`src/rtl/div_pkg.sv`:
```
// Shared widths and FSM state encoding for the sequential restoring divider.
package div_pkg;
  localparam int DIVIDEND_W_DEF = 8;
  localparam int DIVISOR_W_DEF  = 4;

  typedef logic [1:0] state_t;
  localparam logic [1:0] S_IDLE = 2'd0;
  localparam logic [1:0] S_CALC = 2'd1;
  localparam logic [1:0] S_DONE = 2'd2;
endpackage

```
`src/rtl/seq_div_if.sv`:
```
// Request/result bundle for seq_div, with the FSM state exported for debug.
interface seq_div_if
  import div_pkg::*;
#(
  parameter int DIVIDEND_W = DIVIDEND_W_DEF,
  parameter int DIVISOR_W  = DIVISOR_W_DEF
) ();
  // Handshake: start is a request taken on a rising edge whenever busy is low
  // (IDLE or DONE); operands must be valid in that same cycle. done pulses for
  // one cycle with results valid; results hold until the next accepted request.
  logic                  start;
  logic [DIVIDEND_W-1:0] dividend;
  logic [DIVISOR_W-1:0]  divisor;
  logic                  busy;
  logic                  done;
  logic [DIVIDEND_W-1:0] quotient;
  logic [DIVISOR_W-1:0]  remainder;
  logic                  div_by_zero;
  state_t                state;

  modport master (
    output start, dividend, divisor,
    input  busy, done, quotient, remainder, div_by_zero, state
  );
  modport slave (
    input  start, dividend, divisor,
    output busy, done, quotient, remainder, div_by_zero, state
  );
endinterface

```
`src/rtl/div_step.sv`:
```
// One restoring-division step: shift in a dividend bit, compare, conditionally subtract.
module div_step
  import div_pkg::*;
#(
  parameter int DIVISOR_W = DIVISOR_W_DEF
) (
  input  logic [DIVISOR_W:0]   i_rem,
  input  logic                 i_bit,
  input  logic [DIVISOR_W-1:0] i_divisor,
  output logic [DIVISOR_W:0]   o_rem,
  output logic                 o_qbit
);
  logic [DIVISOR_W:0] w_shift;
  logic               w_ge;

  // The partial remainder stays below the divisor, so its top bit is never set;
  // folding it into the compare keeps the step safe if it ever were.
  assign w_shift = {i_rem[DIVISOR_W-1:0], i_bit};
  assign w_ge    = i_rem[DIVISOR_W] | (w_shift >= {1'b0, i_divisor});
  assign o_rem   = w_ge ? (w_shift - {1'b0, i_divisor}) : w_shift;
  assign o_qbit  = w_ge;
endmodule

```
`src/rtl/seq_div.sv`:
```
// Sequential unsigned restoring divider: one quotient bit per CALC cycle.
module seq_div
  import div_pkg::*;
#(
  parameter int DIVIDEND_W = DIVIDEND_W_DEF,
  parameter int DIVISOR_W  = DIVISOR_W_DEF
) (
  input  logic      clk,
  input  logic      rst_n,
  seq_div_if.slave  bus
);
  localparam int CNT_W = $clog2(DIVIDEND_W + 1);

  state_t                r_state;
  logic [DIVIDEND_W-1:0] r_dvd;
  logic [DIVIDEND_W-1:0] r_qwork;
  logic [DIVIDEND_W-1:0] r_quotient;
  logic [DIVISOR_W-1:0]  r_dvs;
  logic [DIVISOR_W-1:0]  r_remainder;
  logic [DIVISOR_W:0]    r_prem;
  logic [CNT_W-1:0]      r_cnt;
  logic                  r_dbz;

  logic [DIVISOR_W:0]    w_next_rem;
  logic                  w_qbit;
  logic                  w_accept;
  logic                  w_last;

  assign w_accept = bus.start && (r_state != S_CALC);
  assign w_last   = (r_cnt == CNT_W'(1));

  div_step #(.DIVISOR_W(DIVISOR_W)) u_step (
    .i_rem     (r_prem),
    .i_bit     (r_dvd[DIVIDEND_W-1]),
    .i_divisor (r_dvs),
    .o_rem     (w_next_rem),
    .o_qbit    (w_qbit)
  );

  always_ff @(posedge clk or negedge rst_n) begin
    if (!rst_n) begin
      r_state     <= S_IDLE;
      r_dvd       <= '0;
      r_qwork     <= '0;
      r_quotient  <= '0;
      r_dvs       <= '0;
      r_remainder <= '0;
      r_prem      <= '0;
      r_cnt       <= '0;
      r_dbz       <= 1'b0;
    end else begin
      case (r_state)
        S_CALC: begin
          r_prem  <= w_next_rem;
          r_dvd   <= {r_dvd[DIVIDEND_W-2:0], 1'b0};
          r_qwork <= {r_qwork[DIVIDEND_W-2:0], w_qbit};
          r_cnt   <= r_cnt - CNT_W'(1);
          // Visible results only move here, on the way into DONE.
          if (w_last) begin
            r_state     <= S_DONE;
            r_quotient  <= {r_qwork[DIVIDEND_W-2:0], w_qbit};
            r_remainder <= w_next_rem[DIVISOR_W-1:0];
          end
        end
        default: begin
          if (w_accept) begin
            if (bus.divisor == '0) begin
              r_state     <= S_DONE;
              r_quotient  <= '1;
              r_remainder <= '1;
              r_dbz       <= 1'b1;
            end else begin
              r_state <= S_CALC;
              r_dvd   <= bus.dividend;
              r_dvs   <= bus.divisor;
              r_prem  <= '0;
              r_qwork <= '0;
              r_cnt   <= CNT_W'(DIVIDEND_W);
              r_dbz   <= 1'b0;
            end
          end else begin
            r_state <= S_IDLE;
          end
        end
      endcase
    end
  end

  assign bus.busy        = (r_state == S_CALC);
  assign bus.done        = (r_state == S_DONE);
  assign bus.quotient    = r_quotient;
  assign bus.remainder   = r_remainder;
  assign bus.div_by_zero = r_dbz;
  assign bus.state       = r_state;
endmodule

```
`src/flat_wrapper.sv`:
```
// flat-port wrapper written by rule: the top's interface ports become plain ports
module seq_div_flat import div_pkg::*;
#(
  parameter int DIVIDEND_W = DIVIDEND_W_DEF,
  parameter int DIVISOR_W  = DIVISOR_W_DEF
)
  (clk, rst_n, bus_start, bus_dividend, bus_divisor, bus_busy, bus_done, bus_quotient, bus_remainder, bus_div_by_zero, bus_state);
  seq_div_if #(.DIVIDEND_W(DIVIDEND_W), .DIVISOR_W(DIVISOR_W)) bus_i ();
  input  logic clk;
  input  logic rst_n;
  input wire logic [$bits(bus_i.start)-1:0] bus_start;
  input wire logic [$bits(bus_i.dividend)-1:0] bus_dividend;
  input wire logic [$bits(bus_i.divisor)-1:0] bus_divisor;
  output wire logic [$bits(bus_i.busy)-1:0] bus_busy;
  output wire logic [$bits(bus_i.done)-1:0] bus_done;
  output wire logic [$bits(bus_i.quotient)-1:0] bus_quotient;
  output wire logic [$bits(bus_i.remainder)-1:0] bus_remainder;
  output wire logic [$bits(bus_i.div_by_zero)-1:0] bus_div_by_zero;
  output wire logic [$bits(bus_i.state)-1:0] bus_state;
  assign bus_i.start = bus_start;
  assign bus_i.dividend = bus_dividend;
  assign bus_i.divisor = bus_divisor;
  assign bus_busy = bus_i.busy;
  assign bus_done = bus_i.done;
  assign bus_quotient = bus_i.quotient;
  assign bus_remainder = bus_i.remainder;
  assign bus_div_by_zero = bus_i.div_by_zero;
  assign bus_state = bus_i.state;
  seq_div #(.DIVIDEND_W(DIVIDEND_W), .DIVISOR_W(DIVISOR_W)) u_core (.clk(clk), .rst_n(rst_n), .bus(bus_i));
endmodule
```
`config.mk`:
```
export PLATFORM = sky130hd
export DESIGN_NAME = seq_div_flat
export DESIGN_NICKNAME = d
export VERILOG_FILES = /design/src/rtl/div_pkg.sv /design/src/rtl/seq_div_if.sv /design/src/rtl/div_step.sv /design/src/rtl/seq_div.sv /design/src/flat_wrapper.sv
export SDC_FILE = /design/constraint.sdc
export NUM_CORES = 1
export LEC_CHECK = 0
export ABC_AREA = 0
export CORE_ASPECT_RATIO = 0.6
export CORE_UTILIZATION = 30
export DETAILED_ROUTE_END_ITERATION = 16
export SKIP_CTS_REPAIR_TIMING = 1
export SLEW_MARGIN = 20
export SYNTH_ARGS = -nofsm -noshare
export SYNTH_HDL_FRONTEND = slang
export SYNTH_HIERARCHICAL = 1
export SYNTH_SLANG_ARGS = --single-unit
```
`constraint.sdc`:
```
create_clock -name clk -period 3.6 [get_ports clk]
set_clock_uncertainty 0.05 [all_clocks]
set_input_delay 0.54 -clock clk [delete_from_list [all_inputs] [get_ports clk]]
set_output_delay 0.54 -clock clk [all_outputs]
set_load 0.05 [all_outputs]
```
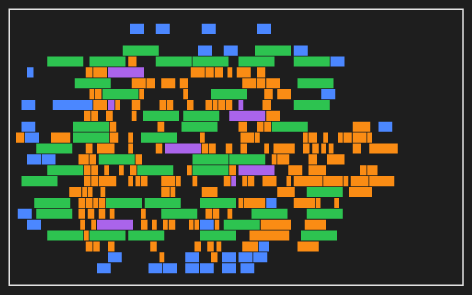
**Above:** run 1 (cells colored by class).
(4 px per um)
- flops: green (cells 43)
- other buffers and delay cells: blue (cells 34)
- clock drivers and dummy loads: purple (cells 8)
- combinational and other logic: orange (cells 161)

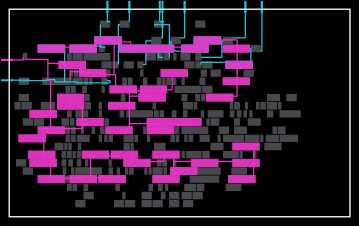
**Above:** run 1 (port wiring).
(3 px per um)
- rst_n: magenta (bits 1; direction input; end cells 43; buffers 2; wire 316 um)
- bus_quotient: cyan (bits 8; direction output; end cells 8; buffers 8; wire 222 um)
I/O pin cnt: 32
count of input and output buffers: 31

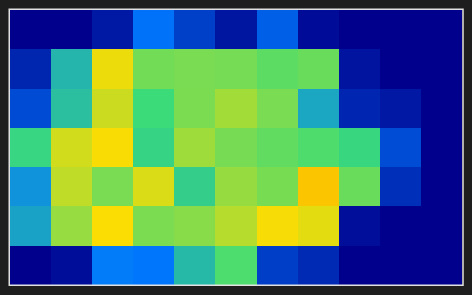
**Above:** run 1 (cell density map).
(4 px per um) The die is cut into 11 by 7 equal tiles; dark blue is low, red is high, 0 to 100% covered.
- mean over tiles: 34%
- tiles over 75% full: 1.3%
- fullest tile: 78%
- nearly empty tiles: 21%

run 1: sequential cells by signal, indices dropped and copies added, names as in the netlist:
register,flops
u_core/bus.quotient,8
u_core/bus.div_by_zero,1
u_core/r_qwork,7
u_core/r_dvd,8
u_core/bus.remainder,4
u_core/r_cnt,4
u_core/bus.state,2
u_core/r_prem,5
u_core/r_dvs,4
run 1: where the power goes:
group	leakage, nW	internal, mW	switching [mW]
clock	0.0679	0.256	0.176
sequential	0.508	0.728	0.157
combinational	0.700	0.679	1.03
run 1: final cells by class:
class,count,area [um^2],share of cell area (%)
repair buffers,34,348,12.7
clock buffers,7,133,4.82
flip-flops and latches,43,1080,39.1
clock inverters,1,5.00,0.182
multi-input cells,139,996,36.2
inverters,22,82.6,3.00
well taps,87,109,3.96
==> impl_results.rst, run 1 <==
Metrics
=======

.. list-table::
   :header-rows: 1

   * - Metric
     - Value
   * - Routing usage on met1
     - 20.8%
   * - Maxcap violations
     - 0
   * - Synth async-reset ratio
     - 100%
   * - Met3 track utilization from global routing
     - 2.88%
   * - First-pass GRT wire length
     - 8.07 mm
   * - XOR/XNOR Fraction of Synth Area
     - 0.789%
   * - Number of levels the H-tree was split into
     - 2
   * - Adder-cell share of the synthesized area
     - 4.28%
   * - Chip Area, Yosys
     - 2220 um^2
   * - Iteration-0 DRC count of the detailed router
     - 96
   * - Final hold vios
     - 0
   * - Type of element capturing the critical path
     - output port
   * - Crit path DRT
     - 3.01 ns
   * - Timing-limited maximum frequency
     - 353 MHz
   * - Delay of the slowest critical-path stage
     - 0.85 ns
   * - Overall global routing resource usage
     - 13.6%
   * - Starting density of the core
     - 32.1%
   * - Number of buffers on the longest clock path
     - 2
   * - Stages on the worst setup path
     - 3
   * - Most common cell after layout, fill and taps aside
     - sky130_fd_sc_hd__dfrtp_1
   * - Die Area
     - 7760 um^2
   * - Worst-path maximum fanout
     - 50
   * - Family of cells with the greatest summed delay on the critical path
     - buffers and inverters
   * - Prevailing post-synth register cell
     - sky130_fd_sc_hd__dfrtp_1
   * - Clock latency reported for the late side of the worst-skew pair
     - 0.28 ns
   * - Ordered list of cells on the worst path
     - nand2b_4 -> inv_2 -> clkdlybuf4s50_1
   * - Wire length on met2
     - 1.80 mm
   * - Instance area after placement
     - 2580 um^2
   * - Distinct cell type count of the synthesized netlist
     - 38
   * - Power, Total
     - 3.03 mW
   * - Worst reg2reg setup slack
     - 1.27 ns
   * - Number of diodes added for antenna fixing
     - 0
   * - Pin count of the biggest net entering global routing
     - 51
   * - Outcome
     - complete, no violations
   * - Net count of the mapped netlist
     - 239
   * - Mux area share
     - 9.70%
   * - Vias in the first global route
     - 1567
==> run 2, diff against run 1 <==
==> constraint.sdc (replaced) <==
create_clock -name clk -period 2.5 [get_ports clk]
set_clock_uncertainty 0.05 [all_clocks]
set_input_delay 0.375 -clock clk [delete_from_list [all_inputs] [get_ports clk]]
set_output_delay 0.375 -clock clk [all_outputs]
set_load 0.05 [all_outputs]
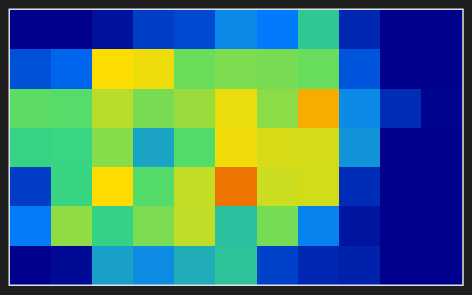
**Above:** run 2 (cell density map).
(4 px per um) The die is cut into 11 by 7 equal tiles; dark blue is low, red is high, 0 to 100% covered.
- mean over tiles: 35%
- nearly empty tiles: 21%
- tiles over 75% full: 3.9%
- fullest tile: 87%
final core area utilization: 40.4%
starting density of the core: 32.1%
Floorplan Core Area: 6910 um^2

==> impl_results.rst, run 2 <==
Metrics
=======

.. list-table::
   :header-rows: 1

   * - Metric
     - Value
   * - Average wire per standard cell
     - 14.3 um (was 14.1 um)
   * - Combinational gate area
     - 996 um^2 (unchanged)
   * - Pin count of the biggest net entering global routing
     - 50 (was 51)
   * - Number of buffer and inverter instances along the worst setup path
     - 1 (was 2)
   * - Delay of the slowest critical-path stage
     - 0.81 ns (was 0.85 ns)
   * - Adder-cell share of the synthesized area
     - 4.28% (unchanged)
   * - First-pass GRT wire length
     - 8.17 mm (was 8.07 mm)
   * - Clock latency reported for the late side of the worst-skew pair
     - 0.28 ns (about the same)
   * - Net count of the mapped netlist
     - 239 (unchanged)
   * - Sinks on the clock net
     - 43 (unchanged)
   * - Overall global routing resource usage
     - 13.8% (was 13.6%)
   * - Routing usage on met1
     - 18.9% (was 20.8%)
   * - Post-synth top area share
     - 48.5% (unchanged)
   * - Die Area
     - 7760 um^2 (unchanged)
   * - Iteration-0 DRC count of the detailed router
     - 113 (was 96)
   * - XOR/XNOR Fraction of Synth Area
     - 0.789% (unchanged)
   * - Number of levels the H-tree was split into
     - 2 (unchanged)
   * - Timing-limited maximum frequency
     - 482 MHz
   * - Stages on the worst setup path
     - 2 (was 3)
   * - Worst-path maximum fanout
     - 3 (was 50)
   * - Worst reg2reg setup slack
     - 0.45 ns (was 1.27 ns)
   * - Synth async-reset ratio
     - 100% (unchanged)
   * - Power, Total
     - 4.48 mW (was 3.03 mW)
   * - Layout Area Growth over Synthesis
     - 25.8% (was 23.8%)
   * - Family of cells with the greatest summed delay on the critical path
     - buffers and inverters (unchanged)
   * - Outcome
     - complete, no violations (unchanged)
   * - Ordered list of cells on the worst path
     - nor2b_1 -> clkdlybuf4s50_1 (was nand2b_4 -> inv_2 -> clkdlybuf4s50_1)
   * - Number of diodes added for antenna fixing
     - 0 (unchanged)
   * - Most common cell after layout, fill and taps aside
     - sky130_fd_sc_hd__dfrtp_1 (unchanged)
   * - Maxcap violations
     - 0 (unchanged)
   * - I/O pin cnt
     - 32 (unchanged)
   * - Final hold vios
     - 0 (unchanged)
   * - Vias in the first global route
     - 1639 (was 1567)
   * - Number of buffers on the longest clock path
     - 2 (unchanged)
   * - Instance area after placement
     - 2620 um^2 (was 2580 um^2)
   * - Distinct cell type count of the synthesized netlist
     - 38 (unchanged)
   * - Count of input and output buffers
     - 31 (unchanged)
   * - Chip Area, Yosys
     - 2220 um^2 (unchanged)
   * - Prevailing post-synth register cell
     - sky130_fd_sc_hd__dfrtp_1 (unchanged)
   * - Met3 track utilization from global routing
     - 3.23% (was 2.88%)
   * - Area occupied by registers
     - 1080 um^2 (unchanged)
   * - Type of element capturing the critical path
     - output port (unchanged)
   * - Crit path DRT
     - 2.08 ns (was 3.01 ns)
   * - Wire length on met2
     - 2.09 mm (was 1.80 mm)
[run 2: netlist changes by cell type in the layout (fill, tap and decap cells not counted), sizes merged]
cell / previous run / this run
buf: 4 / 9
clkbuf: 7 / 6
bufinv: 0 / 1
clkdlybuf4s50: 30 / 29
[run 2: area by class of cell]
class                   instances  share of cell area, %
clock buffers                   6                   4.97
clock inverters                 2                   1.25
inverters                      22                   2.96
multi-input cells             139                   35.7
flip-flops and latches         43                   38.5
well taps                      87                   3.90
repair buffers                 38                   12.7
[run 2: power by group]
group	total (mW)	switching (mW)	internal [mW]
Clock	0.761	0.265	0.497
Combinational	2.46	1.47	0.989
Sequential	1.26	0.216	1.05
Total	4.48	1.95	2.53
Power and IR drop assume default switching activity.
